File: config.mk
export PLATFORM = sky130hd
export DESIGN_NAME = ecc_scrubber
export DESIGN_NICKNAME = d
export VERILOG_FILES = /design/src/rtl/ecc_scrubber.sv
export SDC_FILE = /design/constraint.sdc
export NUM_CORES = 1
export LEC_CHECK = 0
export CORE_MARGIN = 2
export CORE_UTILIZATION = 55
export CTS_CLUSTER_SIZE = 30
export DETAILED_ROUTE_END_ITERATION = 10
export PLACE_DENSITY = 0.85
export SYNTH_ARGS = -nofsm -noshare
export SYNTH_HDL_FRONTEND = slang
export SYNTH_SLANG_ARGS = --single-unit
File: constraint.sdc
create_clock -name i_clk -period 3.5 [get_ports i_clk]
set_clock_uncertainty 0.05 [all_clocks]
set_input_delay 0.525 -clock i_clk [delete_from_list [all_inputs] [get_ports i_clk]]
set_output_delay 0.525 -clock i_clk [all_outputs]
set_load 0.02 [all_outputs]
File: src/rtl/ecc_scrubber.sv
// Background ECC scrubber: walks every address, reads through the ECC decoder and writes corrected data back.
// Latency: one word per INTERVAL+1+READ_LATENCY+1+WRITE_LATENCY cycles (INTERVAL+1+READ_LATENCY if uncorrectable).
// Backpressure: i_busy holds off only the issue of a new read; an access already in flight always completes.
//
// Ports:
//   i_clk, i_rst          clock, asynchronous active-high reset
//   i_enable              scrubbing enabled; a drop mid-access finishes that access then idles
//   i_busy                functional traffic owns the port; no new read issued while high
//   o_en/o_we/o_addr/o_din  request to the memory controller port (all registered)
//   i_dout/i_error        decoded read data and uncorrectable flag, valid READ_LATENCY cycles after a read
//   o_active              high in any state other than idle
//   o_err_pulse           one-cycle pulse per uncorrectable word
//   o_err_count           saturating uncorrectable-word count
//   o_last_err_addr       address of the most recent uncorrectable word
//   o_pass_done           one-cycle pulse when the last address of a pass completes
module ecc_scrubber #(
  parameter int DATA_WIDTH    = 8,
  parameter int ADDR_WIDTH    = 5,
  parameter int READ_LATENCY  = 2,
  parameter int WRITE_LATENCY = 4,
  parameter int INTERVAL      = 16,
  parameter int ERR_CNT_WIDTH = 16
) (
  input  logic                     i_clk,
  input  logic                     i_rst,
  input  logic                     i_enable,
  input  logic                     i_busy,
  output logic                     o_en,
  output logic                     o_we,
  output logic [ADDR_WIDTH-1:0]    o_addr,
  output logic [DATA_WIDTH-1:0]    o_din,
  input  logic [DATA_WIDTH-1:0]    i_dout,
  input  logic                     i_error,
  output logic                     o_active,
  output logic                     o_err_pulse,
  output logic [ERR_CNT_WIDTH-1:0] o_err_count,
  output logic [ADDR_WIDTH-1:0]    o_last_err_addr,
  output logic                     o_pass_done
);

  // One down-counter is shared by the interval wait and both latency waits,
  // so it is sized for the largest of the three.
  localparam int CNT_MAX_RW = (READ_LATENCY > WRITE_LATENCY) ? READ_LATENCY : WRITE_LATENCY;
  localparam int CNT_MAX    = (INTERVAL > CNT_MAX_RW) ? INTERVAL : CNT_MAX_RW;
  localparam int CNT_W      = $clog2(CNT_MAX + 1);

  localparam logic [CNT_W-1:0] CNT_ONE  = CNT_W'(1);
  localparam logic [CNT_W-1:0] CNT_IVL  = CNT_W'(INTERVAL);
  localparam logic [CNT_W-1:0] CNT_RLAT = CNT_W'(READ_LATENCY);
  localparam logic [CNT_W-1:0] CNT_WLAT = CNT_W'(WRITE_LATENCY);

  typedef enum logic [2:0] {
    S_IDLE  = 3'd0,
    S_WAIT  = 3'd1,
    S_READ  = 3'd2,
    S_RWAIT = 3'd3,
    S_WRITE = 3'd4,
    S_WWAIT = 3'd5
  } state_t;

  state_t                   state_q;
  logic [CNT_W-1:0]         cnt_q;
  logic [ADDR_WIDTH-1:0]    addr_q;
  logic                     en_q;
  logic                     we_q;
  logic [DATA_WIDTH-1:0]    din_q;
  logic                     active_q;
  logic                     err_pulse_q;
  logic [ERR_CNT_WIDTH-1:0] err_cnt_q;
  logic [ADDR_WIDTH-1:0]    last_err_q;
  logic                     pass_done_q;

  logic                     cnt_last_d;
  logic                     advance_d;
  logic [ADDR_WIDTH-1:0]    addr_inc_d;

  // A timed state is on its final cycle when the count is about to reach
  // zero; a state loaded with N therefore lasts exactly N cycles. In WAIT
  // the count then sits at zero while i_busy stalls the read.
  assign cnt_last_d = (cnt_q <= CNT_ONE);

  // A word finishes either after the write-back settles, or straight out of
  // the read wait when the decoder flagged it uncorrectable.
  assign advance_d  = cnt_last_d &&
                      ((state_q == S_WWAIT) || ((state_q == S_RWAIT) && i_error));

  assign addr_inc_d = addr_q + 1'b1;

  always_ff @(posedge i_clk or posedge i_rst) begin
    if (i_rst) begin
      state_q     <= S_IDLE;
      cnt_q       <= '0;
      addr_q      <= '0;
      en_q        <= 1'b0;
      we_q        <= 1'b0;
      din_q       <= '0;
      active_q    <= 1'b0;
      err_pulse_q <= 1'b0;
      err_cnt_q   <= '0;
      last_err_q  <= '0;
      pass_done_q <= 1'b0;
    end else begin
      // Strobes and pulses are single-cycle by default.
      en_q        <= 1'b0;
      we_q        <= 1'b0;
      err_pulse_q <= 1'b0;
      pass_done_q <= 1'b0;

      case (state_q)
        S_IDLE: begin
          if (i_enable) begin
            state_q  <= S_WAIT;
            cnt_q    <= CNT_IVL;
            active_q <= 1'b1;
          end
        end

        S_WAIT: begin
          if (!cnt_last_d) begin
            cnt_q <= cnt_q - CNT_ONE;
          end else begin
            cnt_q <= '0;
            if (!i_enable) begin
              state_q  <= S_IDLE;
              active_q <= 1'b0;
            end else if (!i_busy) begin
              state_q <= S_READ;
              en_q    <= 1'b1;
            end
          end
        end

        S_READ: begin
          state_q <= S_RWAIT;
          cnt_q   <= CNT_RLAT;
        end

        S_RWAIT: begin
          if (!cnt_last_d) begin
            cnt_q <= cnt_q - CNT_ONE;
          end else begin
            din_q <= i_dout;
            if (i_error) begin
              // Leave the stored codeword alone; writing back would re-encode
              // garbage as a clean word and hide the fault.
              err_pulse_q <= 1'b1;
              last_err_q  <= addr_q;
              if (err_cnt_q != '1) begin
                err_cnt_q <= err_cnt_q + ERR_CNT_WIDTH'(1);
              end
            end else begin
              state_q <= S_WRITE;
              en_q    <= 1'b1;
              we_q    <= 1'b1;
            end
          end
        end

        S_WRITE: begin
          state_q <= S_WWAIT;
          cnt_q   <= CNT_WLAT;
        end

        S_WWAIT: begin
          if (!cnt_last_d) begin
            cnt_q <= cnt_q - CNT_ONE;
          end
        end

        default: begin
          state_q  <= S_IDLE;
          cnt_q    <= '0;
          active_q <= 1'b0;
        end
      endcase

      // Word completion overrides the per-state next state chosen above.
      // i_enable is only consulted here, so a disable never cuts an access short.
      if (advance_d) begin
        addr_q      <= addr_inc_d;
        pass_done_q <= &addr_q;
        if (i_enable) begin
          state_q <= S_WAIT;
          cnt_q   <= CNT_IVL;
        end else begin
          state_q  <= S_IDLE;
          cnt_q    <= '0;
          active_q <= 1'b0;
        end
      end
    end
  end

  assign o_en            = en_q;
  assign o_we            = we_q;
  assign o_addr          = addr_q;
  assign o_din           = din_q;
  assign o_active        = active_q;
  assign o_err_pulse     = err_pulse_q;
  assign o_err_count     = err_cnt_q;
  assign o_last_err_addr = last_err_q;
  assign o_pass_done     = pass_done_q;

endmodule

==> run_1/floorplan.png <==
Scale: 6 px per um. Pins as bars on the die edge. Tap cells in gray.
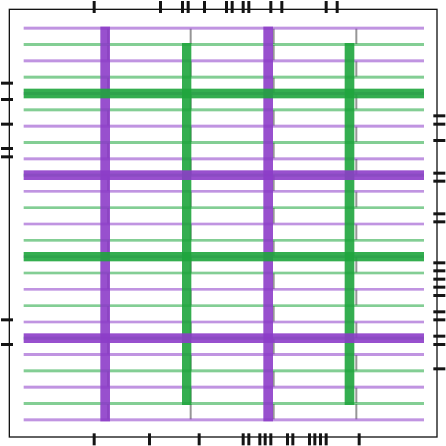
color	net
purple	VSS
green	VDD
met4 straps	4
signal pins	52
tap cells	52
met5 straps	4
rows	24

==> run_1/clock_nets.png <==
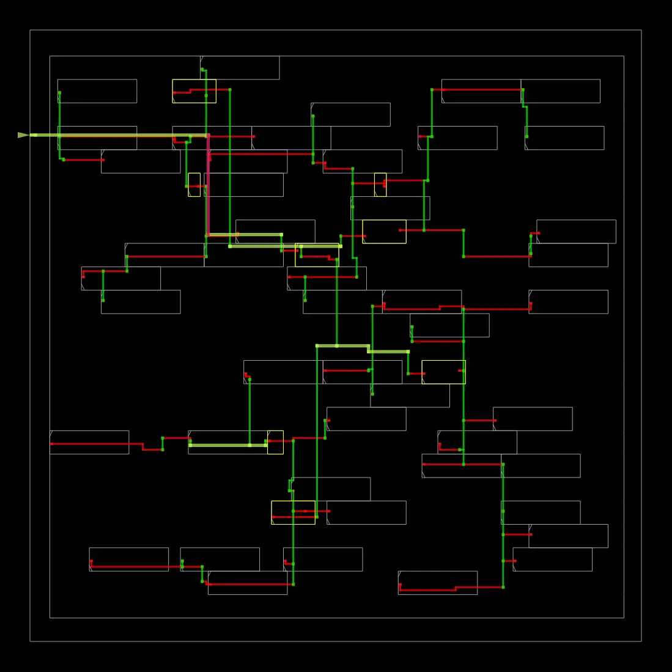
clock buf count: 7
TritonCTS buffer count: 5
clock-net power: 0.316 mW

==> run_1/layers.png <==
Scale: 6 px per um.
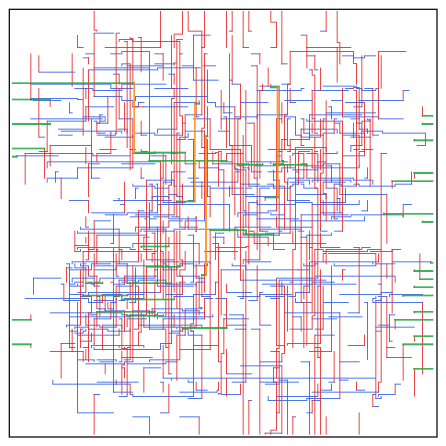
color	layer	wire length
blue	M1	2100 um
red	M2	2520 um
orange	M4	69.4 um
green	M3	214 um

==> impl_metrics.ini, run 1 <==
; synthesis and place-and-route metrics
[status]
outcome = complete, no violations

[clock_network]
postCtsHoldBufs = 0
cts_sinks = 47
htree_levels = 2
cts-root-buf = clkbuf_8
post_cts_buffers = 0

[global_routing]
grt_use_met2_pct = 33.5
grt_pass1_vias = 1752

[critical_path]
path_cells = clkdlybuf4s50_1 > and3b_1 > nand4_2 > a21oi_2 > mux2_1
reg2reg_depth = 4
slowest_delay_ps = 590
required_ps = 3630
reg2reg_to = o_err_count[1]$_DFFE_PP0P_
end_kind = flop
crit_path_end = o_err_count[1]$_DFFE_PP0P_

[final_timing]
fin_ws_ps = 1060
rsz0062_at_grt = no
slew_viol_final = 0
setup_violations = 0
fin_crit_sh_pct = 69.6
fmaxAchievable_mhz = 411

[routing]
highest_layer = met4
dr.pass1.iters = 4
vias_per_cell = 5.86
wl_met1_mm = 2.10

[run]
warning_count = 27
cap_violations = 0

[place]
place.gp.congestion = 0.815
placed_area_um2 = 3000
dp_hpwl_mm = 3.41

[floorplanning]
pin_count = 52
die_area_um2 = 5050

[final_layout]
comb_share_pct = 38.7
layout-drive-gt1-share_pct = 14.5
flop_area_um2 = 1180
buffer_area_share_pct = 16.8
nNetsFinal = 279
layout_top_cells = 51 x clkdlybuf4s50_1, 47 x dfrtp_1, 14 x xor2_1
nNonClkInverters = 12
final_util_pct = 70.7
comb_cells = 143

[synthesis]
mux_area_share_pct = 8.15
ff_type = dfrtp_1
yosysWarnings = 0
yosysSeqAreaShare_pct = 47.6
ys_cells = 211
ys_area_um2 = 2470
ys_sh_simple_pct = 16.4
xor_share_pct = 7.09

[power]
power.internal_mw = 1.20
powerSeq_mw = 0.825
ir_worst_vdd_mv = 0.320
p_total_mw = 1.92
p_per_area_nw_per_um2 = 625
==> run_1/m3.png <==
Scale: 4 px per um.
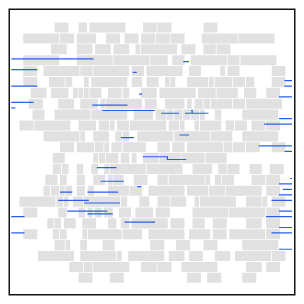

==> run 1 -> run 2 <==
--- a/config.mk
+++ b/config.mk
@@ -6,10 +6,10 @@
 export NUM_CORES = 1
 export LEC_CHECK = 0
 export CORE_MARGIN = 2
-export CORE_UTILIZATION = 55
+export CORE_UTILIZATION = 46
 export CTS_CLUSTER_SIZE = 30
 export DETAILED_ROUTE_END_ITERATION = 10
-export PLACE_DENSITY = 0.85
+export PLACE_DENSITY = 0.76
 export SYNTH_ARGS = -nofsm -noshare
 export SYNTH_HDL_FRONTEND = slang
 export SYNTH_SLANG_ARGS = --single-unit
==> constraint.sdc (replaced) <==
create_clock -name i_clk -period 2.02 [get_ports i_clk]
set_clock_uncertainty 0.05 [all_clocks]
set_input_delay 0.303 -clock i_clk [delete_from_list [all_inputs] [get_ports i_clk]]
set_output_delay 0.303 -clock i_clk [all_outputs]
set_load 0.02 [all_outputs]
==> run_2/m3.png <==
Scale: 4 px per um.
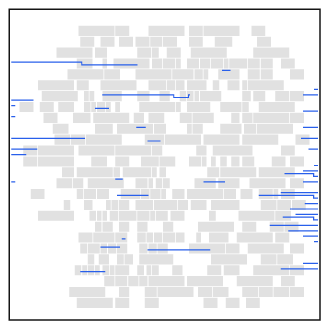
share of all routed wire	5.2%
nets with wire on the layer	37

==> run 2 against run 1 <==
  * Sequential power rose by 67%
  * Via count is 0.22% lower
  * Largest power group is now combinational cells
  * Non-clock buffer count increased by 14
  * Critical endpoint is now o_err_count[6]$_DFFE_PP0P_
  * Cell count up 10%
  * Critical path type is now flop to flop
  * Largest cell class unchanged
==> impl_metrics.ini, run 2 <==
; synthesis and place-and-route metrics
[global_routing]
met1_usage_pct = 24.1
grt_use_met2_pct = 28.9
grt_pass1_vias = 1835
use_met3_pct = 4.59

[power]
p_per_area_nw_per_um2 = 1060
power_clock_mw = 0.575
p_total_mw = 3.45
p_seq_share_pct = 40.1
ir_worst_vdd_mv = 0.466
largestPowerGroup = combinational cells
power.internal_mw = 2.16
powerSeq_mw = 1.38

[routing]
drc = 0
wl_met3_um = 258
vias_per_cell = 5.31
wl_met1_mm = 2.30
highest_layer = met4
dr.pass1.iters = 4
dr_wl_met2_mm = 2.32

[final_layout]
layout_top_cells = 51 x clkdlybuf4s50_1, 47 x dfrtp_1, 14 x xor2_1
seq_cells = 47
layout-drive-gt1-share_pct = 19.9
buffer_area_share_pct = 19.9
comb_share_pct = 37.1
syn_to_final_growth_pct = 31.5
nNonClkInverters = 12
nClkBuffers = 5
flop_area_um2 = 1180
nNetsFinal = 293
comb_area_um2 = 1200
final_util_pct = 63.2
seq_share_pct = 36.2
comb_cells = 143

[final_timing]
slew_viol_final = 0
worst_slew_pin_slew_ps = 431
rsz0062_at_grt = no
setup_violations = 0
fin_ws_ps = 107
fin_crit_sh_pct = 94.7
fmaxAchievable_mhz = 523
relSlewSlack_pct = 71.3

[critical_path]
crit_path_end = o_err_count[6]$_DFFE_PP0P_
reg2reg_depth = 7
slowest_stage = dfrtp_1
reg2reg_to = o_err_count[6]$_DFFE_PP0P_
cp-startpoint = cnt_q[1]$_DFFE_PP0P_
critPathKind = flop to flop
slowest_delay_ps = 410
required_ps = 2200
end_kind = flop
path_cells = inv_1 > ha_1 > o21bai_2 > nand4_2 > buf_12 > a2111oi_4 > xor2_1

[clock_network]
cts_tree = done
cts_made_buffers = 5
cts_sinks = 47
cts_resized = 0
post_cts_buffers = 0
cts-root-buf = clkbuf_8
postCtsHoldBufs = 0
htree_levels = 2
clk_path_buf_depth = 2

[synthesis]
top_cells_by_count = 47 x dfrtp_1, 14 x xor2_1, 12 x inv_1
yosysSeqAreaShare_pct = 47.6
ys_sh_simple_pct = 16.4
synthTopCellsByArea = dfrtp_1 48%, xor2_1 5.0%, a2111oi_2 4.9%
mux_area_share_pct = 8.15
xor_share_pct = 7.09
ys_area_um2 = 2470
ys_cells = 211
ff_type = dfrtp_1
yosysWarnings = 0

[run]
warning_count = 27
cap_violations = 0

[floorplanning]
pin_count = 52
die_height_um = 77.3
core_area_um2 = 5140
die_area_um2 = 5970
nWellTaps = 70
initCoreUtil_pct = 48.1

[status]
outcome = complete, no violations

[place]
dp_hpwl_mm = 3.53
place.gp.congestion = 0.817
placed_area_um2 = 3150
==> run_2/layers.png <==
Scale: 4 px per um.
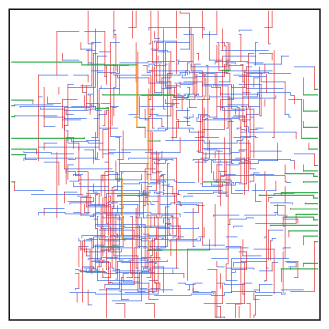

==> run 2 -> run 3 <==
--- a/config.mk
+++ b/config.mk
@@ -6,10 +6,10 @@
 export NUM_CORES = 1
 export LEC_CHECK = 0
 export CORE_MARGIN = 2
-export CORE_UTILIZATION = 46
+export CORE_UTILIZATION = 30
 export CTS_CLUSTER_SIZE = 30
 export DETAILED_ROUTE_END_ITERATION = 10
-export PLACE_DENSITY = 0.76
+export RECOVER_POWER = 50
 export SYNTH_ARGS = -nofsm -noshare
 export SYNTH_HDL_FRONTEND = slang
 export SYNTH_SLANG_ARGS = --single-unit
==> constraint.sdc (replaced) <==
create_clock -name i_clk -period 1.6 [get_ports i_clk]
set_clock_uncertainty 0.05 [all_clocks]
set_input_delay 0.24 -clock i_clk [delete_from_list [all_inputs] [get_ports i_clk]]
set_output_delay 0.24 -clock i_clk [all_outputs]
set_load 0.02 [all_outputs]
==> run_3/layers.png <==
Scale: 4 px per um.
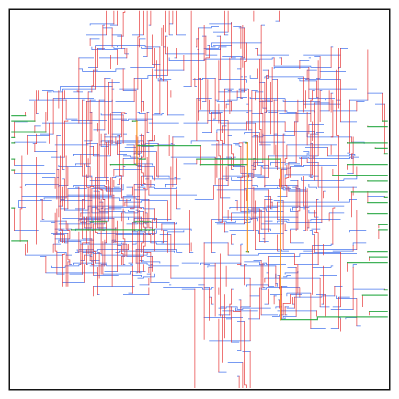
color	layer	wire length
orange	M4	78.2 um
green	M3	241 um
blue	M1	2590 um
red	M2	3210 um

==> run 3 against run 2 <==
  * The run now ends with setup timing left
  * Combinational power is 99% higher
  * Critical path depth is 1 lower
  * Power is 61% higher
  * Sequential power is 22% higher
  * Largest power group unchanged
  * Highest routed layer unchanged
  * Critical endpoint is now o_last_err_addr[3]$_DFFE_PP0P_
  * Synthesized cell count stayed put
  * Setup slack worse by 270 ps
==> impl_metrics.ini, run 3 <==
; synthesis and place-and-route metrics
[final_timing]
worst_slew_pin_slew_ps = 530
setup_violations = 40
fmaxAchievable_mhz = 567
rsz0062_at_grt = yes
fin_ws_ps = -165
relSlewSlack_pct = 64.6

[floorplanning]
die_area_um2 = 8980
initCoreUtil_pct = 30.5
nWellTaps = 105
core_area_um2 = 8090

[critical_path]
end_kind = flop
reg2reg_depth = 6
reg2reg_to = o_last_err_addr[3]$_DFFE_PP0P_
path_cells = ha_4 > o21bai_4 > nand4_4 > buf_12 > buf_6 > mux2_2
required_ps = 1740
slowest_stage = dfrtp_2
slowest_delay_ps = 460
critPathKind = flop to flop

[final_layout]
nNetsFinal = 345
comb_share_pct = 37.0
seq_share_pct = 29.1
comb_area_um2 = 1510
final_util_pct = 50.4
flop_area_um2 = 1180
nNonClkInverters = 12
seq_cells = 47
nClkBuffers = 5

[global_routing]
use_met3_pct = 2.95
grt_pass1_vias = 2196
met1_usage_pct = 18.5
grt_use_met2_pct = 25.8

[synthesis]
ys_cells = 211
yosysSeqAreaShare_pct = 47.6
ys_area_um2 = 2470
ys_sh_simple_pct = 16.4
synthTopCellsByArea = dfrtp_1 48%, xor2_1 5.0%, a2111oi_2 4.9%
xor_share_pct = 7.09
mux_area_share_pct = 8.15
top_cells_by_count = 47 x dfrtp_1, 14 x xor2_1, 12 x inv_1

[power]
p_seq_share_pct = 30.3
power_clock_mw = 0.897
powerSeq_mw = 1.68
power.internal_mw = 3.56
largestPowerGroup = combinational cells
p_total_mw = 5.55

[clock_network]
cts_tree = done
post_cts_buffers = 9
postCtsHoldBufs = 0
htree_levels = 2
cts-root-buf = clkbuf_8

[place]
place.gp.congestion = 0.803
placed_area_um2 = 3670

[routing]
highest_layer = met4
dr_wl_met2_mm = 3.21
dr.pass1.iters = 4
vias_per_cell = 4.89

[status]
violations = setup timing
outcome = complete, but fails checks

[run]
cap_violations = 0
warning_count = 30

==> notes/layouts.md <==
Pictures saved along the way, in no particular order.

Signal wires on met2.
picture 1
Scale: 4 px per um.
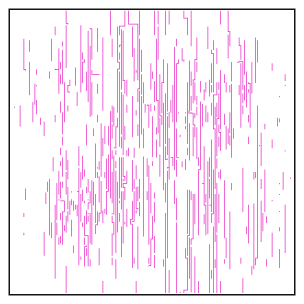
picture 2
Scale: 3 px per um.
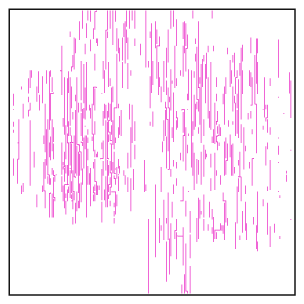
picture 3
Scale: 4 px per um.
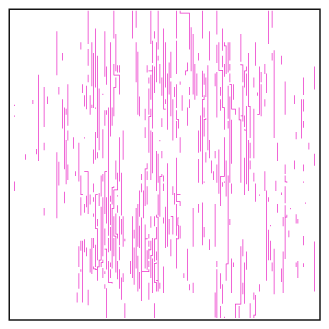
| picture | from |
|---|---|
| picture 2 | run 3 |
| picture 3 | run 2 |
| picture 1 | run 1 |
- largest die: picture 2
- smallest die: picture 1

Key to picture 3:
main direction	vertical
nets with wire on the layer	260
share of all routed wire	47%
wire length on this layer	2320 um
longest straight run	32.0 um

No activity file was given, so power comes from the tool's default toggle rates.
